### Nets reached from selected ports

Scale bar: 10 um.
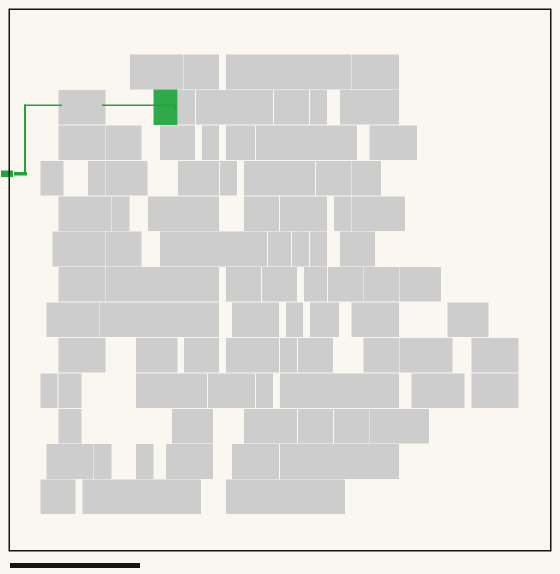
### Cell sizes after repair

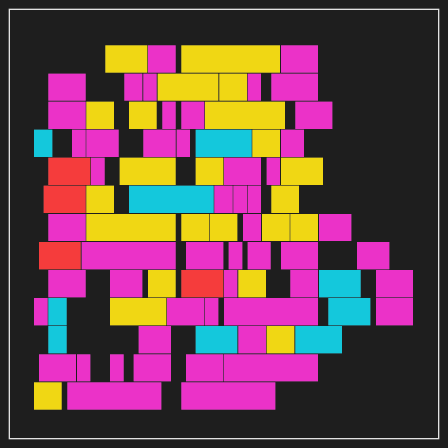
$ cat config.mk
export PLATFORM = sky130hd
export DESIGN_NAME = status_cond_unit_flat
export DESIGN_NICKNAME = d
export VERILOG_FILES = /design/src/rtl/status_cond_unit_if.sv /design/src/rtl/status_cond_unit.sv /design/src/flat_wrapper.sv
export SDC_FILE = /design/constraint.sdc
export NUM_CORES = 1
export LEC_CHECK = 0
export CORE_MARGIN = 2
export CORE_UTILIZATION = 35
export CTS_CLUSTER_SIZE = 25
export DETAILED_ROUTE_END_ITERATION = 12
export PLACE_DENSITY = 0.73
export SLEW_MARGIN = 20
export SYNTH_ARGS = -nofsm -noshare
export SYNTH_HDL_FRONTEND = slang
export SYNTH_SLANG_ARGS = --single-unit
$ cat constraint.sdc
create_clock -name clk -period 3.4 [get_ports clk]
set_input_delay 1.02 -clock clk [delete_from_list [all_inputs] [get_ports clk]]
set_output_delay 1.02 -clock clk [all_outputs]
set_load 0.005 [all_outputs]
$ cat src/rtl/status_cond_unit_if.sv
`default_nettype none
// ============================================================================
// Module      : status_cond_unit_if
// Description : ALU status / condition handshake bundle between the pipeline
//               control (master) and the status_cond_unit flag logic (slave).
// Revision    : 1.0
// ============================================================================
interface status_cond_unit_if;
    logic [3:0] status_in;
    logic       exe_valid;
    logic       s_exe;
    logic       id_valid;
    logic [3:0] cond_id;
    logic       stall;
    logic       flush;
    logic       cond_ok;
    logic       hazard;
    logic       cin;
    logic [3:0] nzcv;
    logic       cond_pass_exe;

    modport master (
        output status_in, exe_valid, s_exe, id_valid, cond_id, stall, flush,
        input  cond_ok, hazard, cin, nzcv, cond_pass_exe
    );

    modport slave (
        input  status_in, exe_valid, s_exe, id_valid, cond_id, stall, flush,
        output cond_ok, hazard, cin, nzcv, cond_pass_exe
    );
endinterface
`default_nettype wire

$ cat src/rtl/status_cond_unit.sv
`default_nettype none
// ============================================================================
// Module      : status_cond_unit
// Description : NZCV flag register, ARM condition evaluation for ID and
//               condition-gated flag commit from EXE.
// Revision    : 1.0
// ============================================================================
module status_cond_unit #(
    parameter bit         BYPASS      = 1'b1,
    parameter logic [3:0] RESET_FLAGS = 4'b0000
) (
    input  wire logic          clk,
    input  wire logic          rst,
    status_cond_unit_if.slave  bus
);

    logic [3:0] r_nzcv;
    logic       r_cond_pass_exe;
    logic       w_flag_we;
    logic [3:0] w_status_nzcv;
    logic [3:0] w_flags;
    logic       w_hazard;
    logic       w_cond_true;
    logic       w_cond_ok;

    assign w_flag_we     = bus.exe_valid & bus.s_exe & r_cond_pass_exe & ~bus.stall;
    // ALU reports {Z,C,N,V}; the architectural register holds {N,Z,C,V}
    assign w_status_nzcv = {bus.status_in[1], bus.status_in[3], bus.status_in[2], bus.status_in[0]};

    generate
        if (BYPASS) begin : g_bypass
            assign w_flags  = w_flag_we ? w_status_nzcv : r_nzcv;
            assign w_hazard = 1'b0;
        end else begin : g_no_bypass
            assign w_flags  = r_nzcv;
            assign w_hazard = bus.id_valid & (bus.cond_id != 4'd14) &
                              bus.exe_valid & bus.s_exe & r_cond_pass_exe;
        end
    endgenerate

    always_comb begin
        w_cond_true = 1'b0;
        case (bus.cond_id)
            4'd0:    w_cond_true = w_flags[2];
            4'd1:    w_cond_true = ~w_flags[2];
            4'd2:    w_cond_true = w_flags[1];
            4'd3:    w_cond_true = ~w_flags[1];
            4'd4:    w_cond_true = w_flags[3];
            4'd5:    w_cond_true = ~w_flags[3];
            4'd6:    w_cond_true = w_flags[0];
            4'd7:    w_cond_true = ~w_flags[0];
            4'd8:    w_cond_true = w_flags[1] & ~w_flags[2];
            4'd9:    w_cond_true = ~w_flags[1] | w_flags[2];
            4'd10:   w_cond_true = (w_flags[3] == w_flags[0]);
            4'd11:   w_cond_true = (w_flags[3] != w_flags[0]);
            4'd12:   w_cond_true = ~w_flags[2] & (w_flags[3] == w_flags[0]);
            4'd13:   w_cond_true = w_flags[2] | (w_flags[3] != w_flags[0]);
            4'd14:   w_cond_true = 1'b1;
            default: w_cond_true = 1'b0;
        endcase
    end

    assign w_cond_ok = bus.id_valid & w_cond_true & ~w_hazard;

    always_ff @(posedge clk or posedge rst) begin
        if (rst) begin
            r_nzcv <= RESET_FLAGS;
        end else if (w_flag_we) begin
            r_nzcv <= w_status_nzcv;
        end
    end

    // A hazard forces cond_ok low, so the EXE slot becomes a bubble
    always_ff @(posedge clk or posedge rst) begin
        if (rst) begin
            r_cond_pass_exe <= 1'b0;
        end else if (!bus.stall) begin
            r_cond_pass_exe <= bus.flush ? 1'b0 : w_cond_ok;
        end
    end

    assign bus.cond_ok       = w_cond_ok;
    assign bus.hazard        = w_hazard;
    assign bus.cin           = r_nzcv[1];
    assign bus.nzcv          = r_nzcv;
    assign bus.cond_pass_exe = r_cond_pass_exe;

endmodule
`default_nettype wire

$ cat src/flat_wrapper.sv
// flat-port wrapper written by rule: the top's interface ports become plain ports
module status_cond_unit_flat 
#(
    parameter bit         BYPASS      = 1'b1,
    parameter logic [3:0] RESET_FLAGS = 4'b0000
)
  (clk, rst, bus_status_in, bus_exe_valid, bus_s_exe, bus_id_valid, bus_cond_id, bus_stall, bus_flush, bus_cond_ok, bus_hazard, bus_cin, bus_nzcv, bus_cond_pass_exe);
  status_cond_unit_if bus_i ();
  input  wire logic clk;
  input  wire logic rst;
  input wire logic [$bits(bus_i.status_in)-1:0] bus_status_in;
  input wire logic [$bits(bus_i.exe_valid)-1:0] bus_exe_valid;
  input wire logic [$bits(bus_i.s_exe)-1:0] bus_s_exe;
  input wire logic [$bits(bus_i.id_valid)-1:0] bus_id_valid;
  input wire logic [$bits(bus_i.cond_id)-1:0] bus_cond_id;
  input wire logic [$bits(bus_i.stall)-1:0] bus_stall;
  input wire logic [$bits(bus_i.flush)-1:0] bus_flush;
  output wire logic [$bits(bus_i.cond_ok)-1:0] bus_cond_ok;
  output wire logic [$bits(bus_i.hazard)-1:0] bus_hazard;
  output wire logic [$bits(bus_i.cin)-1:0] bus_cin;
  output wire logic [$bits(bus_i.nzcv)-1:0] bus_nzcv;
  output wire logic [$bits(bus_i.cond_pass_exe)-1:0] bus_cond_pass_exe;
  assign bus_i.status_in = bus_status_in;
  assign bus_i.exe_valid = bus_exe_valid;
  assign bus_i.s_exe = bus_s_exe;
  assign bus_i.id_valid = bus_id_valid;
  assign bus_i.cond_id = bus_cond_id;
  assign bus_i.stall = bus_stall;
  assign bus_i.flush = bus_flush;
  assign bus_cond_ok = bus_i.cond_ok;
  assign bus_hazard = bus_i.hazard;
  assign bus_cin = bus_i.cin;
  assign bus_nzcv = bus_i.nzcv;
  assign bus_cond_pass_exe = bus_i.cond_pass_exe;
  status_cond_unit #(.BYPASS(BYPASS), .RESET_FLAGS(RESET_FLAGS)) u_core (.clk(clk), .rst(rst), .bus(bus_i));
endmodule
==> metrics.yaml <==
yosys:
  ys_seq_elements: 5
  synth_seq_share: 0.254
  ys_chip_area_sq_um: 492
  yosys_cells: 53
  synthTopCellsByCount: "6 x nand2_1, 5 x dfrtp_1, 4 x nor2_1"
  synth-edff-count: 0
  syn_area_sq_um: 492
  flop_cell: "dfrtp_1"
  postSynth.asyncResetShare: 1.00
  synth_nets: 68
  synth_top_area_share: 0.254
  synthCells: 53
  synth_warnings: 0
  avgSynthCellArea_sq_um: 9.28
  yosysTopAreaCell: "dfrtp_1"
power_and_ir_drop:
  comb_power_share: 0.500
  p_seq_mw: 0.0875
  pwr_density_cell_nw_per_um2: 362
  p_int_mw: 0.211
  maxPowerGroup: "combinational cells"
  p_comb_mw: 0.157
  leakagePower_nw: 0.435
  p_seq_frac: 0.279
  p_clk_mw: 0.0694
  switching_share: 0.328
placement:
  postPlaceCellArea_sq_um: 773
  pre_cts_ws_ps: -966
  port_buffers: 21
global_routing:
  grt_util_all_layers: 0.169
  grt_pass1_vias: 534
  use_met1: 0.185
  gr-max-usage-layer: "met2"
  overflow: 0
  met3_usage: 0.0783
floorplanning:
  num_rows: 13
  die_w_um: 41.5
  fp_util: 0.378
  die_h_um: 41.5
outcome:
  violations: "negative setup slack"
  status: "finished, violations left"
final_timing:
  fin_crit_sh: 1.04
  fin_ws_ps: -144
  fmax_ghz: 0.282
  finClkSkew_ps: 0.549
  rsz0062_at_grt: "true"
  setup_violations: 1
job:
  cap_violations: 0
  openroad.warnings: 28
cts:
  cts.repair.resized: 39
  root_buffer: "clkbuf_4"
  hold_buffers: 0
  clk_pin_slew_worst_paths_ps: 40
  tritoncts: "yes"
  cts_setup_buffers: 2
  h-tree-depth: 1
  clk_latency_ps: 240
  cts_buffers: 3
min_path:
  hold_class: "flip-flop to flip-flop"
layout:
  antenna_cells: 0
  layout_top_cells: "12 x buf_4, 11 x clkdlybuf4s50_1, 6 x nand2_1"
  design_area_sq_um: 868
drt:
  post_drt_wl_per_cell_um: 14.2
  routed_via_density: 5.28
  drt_iter0_markers: 12
  routed_wl_um: 1450
  drc: 0
  top_layer: "met3"
  ant_nets: 0
critical_path:
  cpLargestDelayFamily: "simple AND/OR/NAND/NOR gates"
  path_class: "primary input to primary output"
  crit_path_start_kind: "primary input"
  arrival_ps: 2520
  crit_buf_inv: 2
  cpMaxStageDelayCell: "or4_4"
Back to the opening pictures, 'Nets reached from selected ports':
| color | port | bits | direction | edge | end cells | buffers | wire |
|---|---|---|---|---|---|---|---|
| green | `bus_id_valid` | 1 | input | left | 1 | 1 | 14.6 um |

Back to the opening pictures, 'Cell sizes after repair':
| color | size | cells |
|---|---|---|
| cyan | _2 cells | 9 |
| yellow | _3 and _4 cells | 23 |
| red | _6 and larger | 4 |
| magenta | _0 and _1 cells | 51 |
worst setup margin: -144 ps
Non-clk bufs: 34
P&R area growth vs syn: 76.6%

## registers in the layout, indices dropped and copies added (netlist names)
register and flops:
u_core.bus.cond_pass_exe 1, u_core.bus.nzcv 4
## per-stage QoR
stage                     power (mW)  hold WS [ps]  TNS (ps)  instances   util
final                          0.314           564      -144        102  0.667
after global routing           0.336           619      -242        102  0.667
after CTS                      0.305           574      -164        102  0.635
after detailed placement       0.225           560      -966         96  0.594
after global placement         0.223           551      -936         96  0.594
after floorplan                0.153           533         0         53      -
## path summary, 6_finish.rpt
| path | from | end | slack, ps | depth (start not counted) |
|---|---|---|---|---|
| max in group asynchronous | rst | u_core.bus.nzcv[0] | 2260 | 2 |
| min in group asynchronous | rst | u_core.bus.nzcv[3] | 970 | 2 |
| worst min-delay path | u_core.bus.cond_pass_exe | u_core.bus.cond_pass_exe | 560 | 2 |
| worst max register to register | u_core.bus.nzcv[3] | u_core.bus.cond_pass_exe | 1360 | 6 |
| worst max-delay path | bus_stall | bus_cond_ok | -140 | 8 |
| worst min register to register | u_core.bus.cond_pass_exe | u_core.bus.cond_pass_exe | 560 | 2 |
## cells by family (layout without fill, tap and decap cells)
kind of cell | count (synthesis) | in the layout | synth area share
compound gates | 6 | 6 | 0.0814
xor+xnor | 3 | 3 | 0.0534
buf+inv | 7 | 41 | 0.0839
flops | 5 | 5 | 0.254
mux | 8 | 8 | 0.206
other cells | 1 | 1 | 0.00763
simple gates | 23 | 23 | 0.313
## cell type report
cell class | instances | area [sq um]
inverter | 3 | 11.3
tap | 15 | 18.8
clock buffer | 4 | 26.3
multi-input combinational | 41 | 385
timing repair buffer | 34 | 302
sequential | 5 | 125
fill | 116 | 433
## worst min-delay path: stages (launching register included)
cell and delay [ps]:
dfrtp_1 400, nand2_1 70, o41ai_1 50
Power figures rest on the tool's default switching activity, not on a simulated workload.
